### src/rtl/div_scheduler_pkg.sv
// Shared definitions for the divider request scheduler: FSM states, error codes,
// default sizing and an index-width helper.
package div_scheduler_pkg;

    localparam int DEF_N       = 4;
    localparam int DEF_W       = 16;
    localparam int DEF_TIMEOUT = 255;

    localparam logic [1:0] ERR_OK   = 2'b00;
    localparam logic [1:0] ERR_DIV0 = 2'b01;
    localparam logic [1:0] ERR_TMO  = 2'b10;

    typedef enum logic [2:0] {
        ST_IDLE  = 3'd0,
        ST_GRANT = 3'd1,
        ST_RUN   = 3'd2,
        ST_RESP  = 3'd3,
        ST_DRAIN = 3'd4
    } state_t;

    // Bits needed to hold values 0..n-1, never less than one.
    function automatic int bits_for(input int n);
        return (n > 1) ? $clog2(n) : 1;
    endfunction

endpackage

### src/rtl/div_scheduler_rr_arbiter.sv
// Round-robin priority search: the first requester found after 'last'
// (wrapping modulo N) wins.
module rr_arbiter
    import div_scheduler_pkg::*;
#(
    parameter int N  = DEF_N,
    parameter int IW = bits_for(N)
) (
    input  logic [N-1:0]  req,
    input  logic [IW-1:0] last,
    output logic [N-1:0]  grant,
    output logic          valid
);

    logic [IW-1:0] cand_s;
    logic          found_s;
    logic          take_s;

    // Rotating first-match search starting just after the previous winner.
    always_comb begin
        grant   = {N{1'b0}};
        found_s = 1'b0;
        cand_s  = {IW{1'b0}};
        take_s  = 1'b0;
        for (int k = 1; k <= N; k++) begin
            cand_s        = IW'((int'(last) + k) % N);
            take_s        = req[cand_s] & ~found_s;
            grant[cand_s] = take_s;
            found_s       = found_s | take_s;
        end
    end

    assign valid = |req;

endmodule

### src/rtl/div_scheduler.sv
// Shares one multi-cycle divider among N requesters with round-robin arbitration,
// divide-by-zero bypass and a hang timeout. Results stay valid until the next response.
module div_scheduler
    import div_scheduler_pkg::*;
#(
    parameter int N       = DEF_N,
    parameter int W       = DEF_W,
    parameter int TIMEOUT = DEF_TIMEOUT
) (
    input  logic           clk,
    input  logic           rst,
    input  logic [N-1:0]   req,
    input  logic [N*W-1:0] dividend,
    input  logic [N*W-1:0] divisor,
    output logic [N-1:0]   gnt,
    output logic [N-1:0]   rsp_valid,
    output logic [W-1:0]   quotient,
    output logic [W-1:0]   remainder,
    output logic [1:0]     err,
    output logic           div_init,
    output logic [W-1:0]   div_a,
    output logic [W-1:0]   div_b,
    input  logic           div_done,
    input  logic [W-1:0]   div_q,
    input  logic [W-1:0]   div_r
);

    localparam int IW = bits_for(N);
    localparam int TW = bits_for(TIMEOUT + 1);

    state_t        state_r, state_s;
    logic [IW-1:0] winner_r, winner_s, last_r, last_s, arb_idx_s;
    logic [N-1:0]  win_oh_r, win_oh_s, arb_grant_s;
    logic          arb_valid_s;
    logic [N-1:0]  gnt_r, gnt_s, rsp_valid_r, rsp_valid_s;
    logic [TW-1:0] timer_r, timer_s;
    logic [W-1:0]  quotient_r, quotient_s, remainder_r, remainder_s;
    logic [W-1:0]  div_a_r, div_a_s, div_b_r, div_b_s;
    logic [1:0]    err_r, err_s;
    logic          div_init_r, div_init_s;

    rr_arbiter #(.N(N), .IW(IW)) u_rr_arbiter (
        .req   (req),
        .last  (last_r),
        .grant (arb_grant_s),
        .valid (arb_valid_s)
    );

    // One-hot arbiter grant to a binary requester index.
    always_comb begin
        arb_idx_s = {IW{1'b0}};
        for (int i = 0; i < N; i++) begin
            arb_idx_s = arb_idx_s | (arb_grant_s[i] ? IW'(i) : {IW{1'b0}});
        end
    end

    // Next-state and next-output logic; all outputs are registered from these values.
    always_comb begin
        state_s     = state_r;
        winner_s    = winner_r;
        win_oh_s    = win_oh_r;
        last_s      = last_r;
        timer_s     = timer_r;
        gnt_s       = {N{1'b0}};
        rsp_valid_s = {N{1'b0}};
        div_init_s  = 1'b0;
        div_a_s     = div_a_r;
        div_b_s     = div_b_r;
        quotient_s  = quotient_r;
        remainder_s = remainder_r;
        err_s       = err_r;
        case (state_r)
            ST_IDLE: begin
                if (arb_valid_s) begin
                    state_s  = ST_GRANT;
                    winner_s = arb_idx_s;
                    win_oh_s = arb_grant_s;
                    gnt_s    = arb_grant_s;
                    div_a_s  = dividend[int'(arb_idx_s) * W +: W];
                    div_b_s  = divisor[int'(arb_idx_s) * W +: W];
                end else begin
                    state_s = ST_IDLE;
                end
            end
            ST_GRANT: begin
                if (div_b_r == {W{1'b0}}) begin
                    state_s     = ST_RESP;
                    rsp_valid_s = win_oh_r;
                    quotient_s  = {W{1'b1}};
                    remainder_s = div_a_r;
                    err_s       = ERR_DIV0;
                end else begin
                    state_s    = ST_RUN;
                    div_init_s = 1'b1;
                    timer_s    = {TW{1'b0}};
                end
            end
            ST_RUN: begin
                if (div_done) begin
                    state_s     = ST_RESP;
                    rsp_valid_s = win_oh_r;
                    quotient_s  = div_q;
                    remainder_s = div_r;
                    err_s       = ERR_OK;
                end else if (timer_r == TW'(TIMEOUT - 1)) begin
                    state_s     = ST_RESP;
                    rsp_valid_s = win_oh_r;
                    quotient_s  = {W{1'b0}};
                    remainder_s = {W{1'b0}};
                    err_s       = ERR_TMO;
                end else begin
                    div_init_s = 1'b1;
                    timer_s    = timer_r + TW'(1);
                end
            end
            ST_RESP: begin
                last_s  = winner_r;
                state_s = ST_DRAIN;
            end
            ST_DRAIN: begin
                // Wait for the divider to drop DONE so the next start sees it idle.
                if (!div_done) begin
                    state_s = ST_IDLE;
                end else begin
                    state_s = ST_DRAIN;
                end
            end
            default: begin
                state_s = ST_IDLE;
            end
        endcase
    end

    // FSM state register.
    always_ff @(posedge clk or negedge rst) begin
        if (!rst) begin
            state_r <= ST_IDLE;
        end else begin
            state_r <= state_s;
        end
    end

    // Datapath and output registers.
    always_ff @(posedge clk or negedge rst) begin
        if (!rst) begin
            winner_r    <= {IW{1'b0}};
            win_oh_r    <= {N{1'b0}};
            last_r      <= IW'(N - 1);
            timer_r     <= {TW{1'b0}};
            gnt_r       <= {N{1'b0}};
            rsp_valid_r <= {N{1'b0}};
            div_init_r  <= 1'b0;
            div_a_r     <= {W{1'b0}};
            div_b_r     <= {W{1'b0}};
            quotient_r  <= {W{1'b0}};
            remainder_r <= {W{1'b0}};
            err_r       <= ERR_OK;
        end else begin
            winner_r    <= winner_s;
            win_oh_r    <= win_oh_s;
            last_r      <= last_s;
            timer_r     <= timer_s;
            gnt_r       <= gnt_s;
            rsp_valid_r <= rsp_valid_s;
            div_init_r  <= div_init_s;
            div_a_r     <= div_a_s;
            div_b_r     <= div_b_s;
            quotient_r  <= quotient_s;
            remainder_r <= remainder_s;
            err_r       <= err_s;
        end
    end

    assign gnt       = gnt_r;
    assign rsp_valid = rsp_valid_r;
    assign quotient  = quotient_r;
    assign remainder = remainder_r;
    assign err       = err_r;
    assign div_init  = div_init_r;
    assign div_a     = div_a_r;
    assign div_b     = div_b_r;

endmodule
### config.mk
export PLATFORM = sky130hd
export DESIGN_NAME = div_scheduler
export DESIGN_NICKNAME = d
export VERILOG_FILES = /design/src/rtl/div_scheduler_pkg.sv /design/src/rtl/div_scheduler_rr_arbiter.sv /design/src/rtl/div_scheduler.sv
export SDC_FILE = /design/constraint.sdc
export NUM_CORES = 1
export LEC_CHECK = 0
export ABC_AREA = 1
export CAP_MARGIN = 25
export CORE_MARGIN = 2
export CORE_UTILIZATION = 47
export DETAILED_ROUTE_END_ITERATION = 6
export GPL_TIMING_DRIVEN = 1
export HOLD_SLACK_MARGIN = 0.06
export PLACE_DENSITY = 0.86
export RECOVER_POWER = 50
export REMOVE_ABC_BUFFERS = 1
export SYNTH_ARGS = -nofsm -noshare
export SYNTH_HDL_FRONTEND = slang
export SYNTH_SLANG_ARGS = --single-unit
### constraint.sdc
create_clock -name clk -period 7.6 [get_ports clk]
set_input_delay 2.28 -clock clk [delete_from_list [all_inputs] [get_ports clk]]
set_output_delay 2.28 -clock clk [all_outputs]
set_load 0.01 [all_outputs]
Fig. 1: supply network
Bar = 20 um. Pins as bars on the die edge. Tap cells in gray.
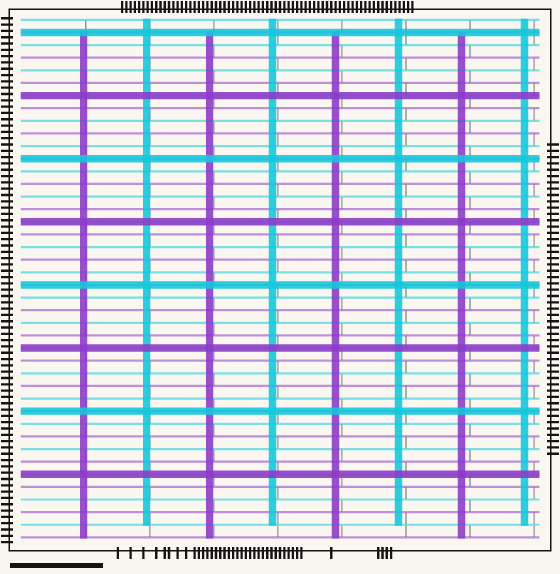
purple -> VSS
cyan -> VDD
signal pins = 242
met5 straps = 8
met4 straps = 8
rows = 41

Fig. 2: placement view
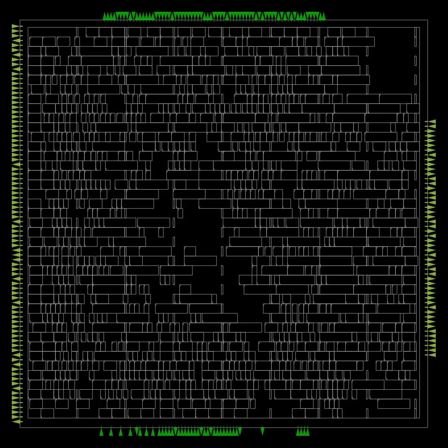
Core Area: 12500 um^2
# rows: 41
flop share of the area: 0.270
Finished Core Util: 0.700

Fig. 3: local utilization
Bar = 20 um. 12 x 12 tiles, from white (low) to dark blue (high), 0 to 100% covered.
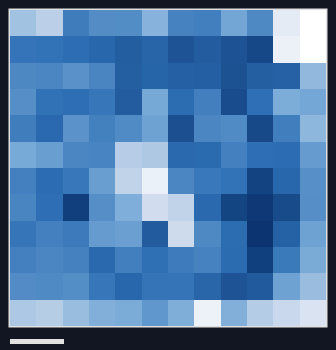
fullest tile = 98%
nearly empty tiles = 1.4%
mean over tiles = 63%
tiles over 75% full = 31%
FP Core Util: 0.476

==> CHANGELOG.md <==
### Metrics

- Status: complete, no violations
- Sequential Power Share: 0.229
- Fillcell total: 1041
- Buffers added on ports: 241
- Max VDD drop: 0.239 mV
- Ys cells: 899
- WL final: between 15000 and 20000 um
- Final Setup Violations: 0
- Most frequent CP cell: nand2_1
- CP bufs+invs: 1
- Die footprint: 13500 um^2
- Area grow syn2layout: 47.0%
- TritonCTS buffer count: 9
- Fin Clk Skew: 11.6 ps
- Setup TNS: 0 ps
- Setup crit end kind: flip-flop
- First-pass GRT wire length: 27800 um
- Wl on met1: 7000 um
- P_sw: 1.93 mW
- Tcrit/Tclk final: 0.701
- Number of global-route vias before repair: between 5000 and 6000
- Final critical-path required period: 5330 ps
- H-Tree Depth: 3
- Sw Share: 0.494
- Vias: 6339
- Final Max Tran Viols: 0
- Top power group: combinational cells
- Total GRT Usage: 0.260
- Nets: 1290
- Root buf cell: clkbuf_16
- RePlAce Congestion: slightly below 0.9
- Crit path arrival time: around 5600 ps
- DP Wirelength: 12700 um
- Share of layout cells above drive strength 1: 0.0403
- CTS resizes: 0
- Design Area, Final: a little under 9000 um^2
- Width of the die: 116 um
- Most numerous logic cell after layout: nand2_1
- Largest stage delay on the critical path: 640 ps
- Vias per cell: 4.91
- R2R cell count: 16
- Multi-input logic area: 2850 um^2
- Mean post-synth cell area: 6.60 um^2
- MaxCap Viol Count: 0
- Grt ovf: 0
- Top Layer Used: met4
- Clock share of power: 0.117
- Grt met2 use: 0.462
- Largest area contributor in the netlist: dfrtp_1
- Hold-fix buffers, CTS: 0
- CTS tree: done
- Met3 GRT Util: 0.0597
- Max frequency: 188 MHz
- Die Ht: around 120 um
- GRT met1 Usage: 0.311
- R2R setup slack: about 3600 ps
- Post-DP Area: approximately 8400 um^2
- Num Clock Sinks: 94
- Register share after synthesis: 0.397
- Synth top area share: 0.388
- Tightest Pin Transition: 1160 ps
- Combinational power: between 2 and 3 mW
- Final ANT Viol Nets: 0
- Residual DRC: 0
- Fin. Hold Viols: 0
- WHS Path Cells: 2
- Post-CTS setup repair buffer count: 0
- Startpoint Class: input pin
- Metal2 WL: 8830 um
- Top cells by area: dfrtp_1 39%, nand2_1 21%, nand3_1 8.8%
- Mapped Cells: 899
- Crit-path leading delay family: simple AND/OR/NAND/NOR gates
- Cell Type Count: 35
- Tool warnings: 34
- Mapped Area: about 5900 um^2
- WP data required: just under 8000 ps
- Hold crit path type: reg2reg
- Leak pwr: 4.54 nW
- Post-synth area from yosys stat: 5930 um^2
- Comb pwr share: 0.654
- Crit-path cells: clkdlybuf4s50_1, nand2_1, nand3_2, nand2_4, nand2_1, nand2_1, nand2_1, nand3_2, nand2_4, nand2_4, nand2_1, nand3_1, nand2_1, nand2_1, nand2_1
- RR Startpoint: last_r[1]
- CP endpoint: div_b[8]
- Hold Crit Start: quotient[15]
- Synth Register Bits: roughly 94
- Drt pass-1 iters: 5
- WS Path Type: in2reg
- Clock Latency Late Sink: 350 ps
- N_diodes: 0
- Initial antenna violation count: 0
- P_clk: 0.457 mW
- Clock Path Buffers: 2
- CP max FO: 64
- Crit path from: req[0]
- DR iter-0 viols: between 400 and 500
- I/O Pins: 242
- Worst-path clk slew: 70 ps
- Routed len/inst: 13.8 um
- Most frequent cells in the layout: 331 x nand2_1, 206 x clkdlybuf4s50_1, 127 x inv_1, 104 x nand3_1, 92 x dfrtp_1
- WP depth: 15
- Internal: slightly below 2 mW
- Total power: 3.91 mW
- Slowest cell on crit path: nand2_4
- Slew HR: 0.223
- Power per cell area: 448 nW/um^2
- Yosys warns: 0
- Busiest grt layer: met2
- RSZ-0062 raised after global routing: no
- Worst hold endpoint: quotient[15]
- Met3 wire length: 1530 um
- Critical R2R Capture: div_b[8]
- Largest net degree at the start of global routing: roughly 76
Fig. 4: sequential cells grouped by signal name
Bar = 20 um. Other sequential cells in the stronger gray, the rest of the logic in the fainter gray.
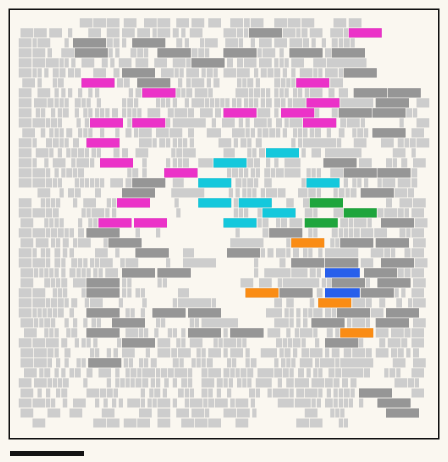
magenta -> div_a  # sequential cells 16
cyan -> timer_r  # sequential cells 8, where center
green -> state_r  # sequential cells 3
blue -> last_r  # sequential cells 2
orange -> gnt  # sequential cells 4
register area: 2350 um^2
P_seq: 0.896 mW

Fig. 5: port wiring
Bar = 20 um.
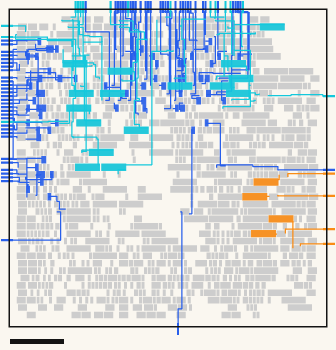
blue -> dividend  # bits 64, direction input, edge 31 left, 31 top, 1 bottom, 1 right, end cells 64, buffers 64, wire 1510 um
orange -> rsp_valid  # bits 4, direction output, edge right, end cells 4, buffers 4, wire 71.6 um
cyan -> div_a  # bits 16, direction output, edge 12 top, 3 left, 1 right, end cells 16, buffers 16, wire 886 um

==> cell type report <==
class / count / share of cell area
clock inverter: 7 / 0.00846
timing repair buffer: 248 / 0.288
multi-input combinational: 629 / 0.326
clock buffer: 9 / 0.0258
sequential: 94 / 0.270
inverter: 131 / 0.0566
tap: 172 / 0.0247
==> kinds of logic (layout without fill, tap and decap cells) <==
family	after synthesis	count (layout)	synth area share
compound gates	85	85	0.0757
xor+xnor	1	1	0.00148
fa+ha+maj	10	10	0.0211
buf+inv	176	395	0.125
flops	94	94	0.397
mux	1	1	0.00169
simple gates	532	532	0.378
==> metrics by stage <==
stage / hold slack (ps) / setup WS [ps] / cells
5_1_grt: 504 / 1960 / 1290
4_1_cts: 475 / 2280 / 1288
3_5_place_dp: 458 / 1930 / 1272
3_3_place_gp: 453 / 1990 / 1270
2_1_floorplan: 457 / 2370 / 854
6_report: 474 / 2270 / 1290
==> cell usage after synthesis <==
master      n
a31oi_1     2
nor3_1      5
mux2i_1     1
nand4_1     6
dfrtp_1    92
o21bai_1    1
nor2_8      1
nand2_2     4
buf_2       8
nand3_1   104
nand2_1   331
o21ai_0    24
nor2_1     68
o22ai_1     1
nand2_4     3
inv_4       1
clkinv_1    3
a31o_2      1
buf_6       7
a21oi_1    54
o211ai_1    1
buf_4       4
nor2_2      2
buf_1       1
xor2_1      1
o21ai_4     1
nand3_2     4
inv_1     127
or2_2       1
clkbuf_1   25
ha_1       10
nor3_2      1
nor4_1      1
dfstp_2     2
nor2_4      1
==> flip-flops by register name, indices dropped and copies added, names as in the netlist, 3 cells and up <==
| register | cells |
|---|---|
| div_a | 16 |
| rsp_valid | 4 |
| win_oh_r | 4 |
| state_r | 3 |
| gnt | 4 |
| div_b | 16 |
| remainder | 16 |
| timer_r | 8 |
| quotient | 16 |
Power is estimated from default activity; no workload was simulated.
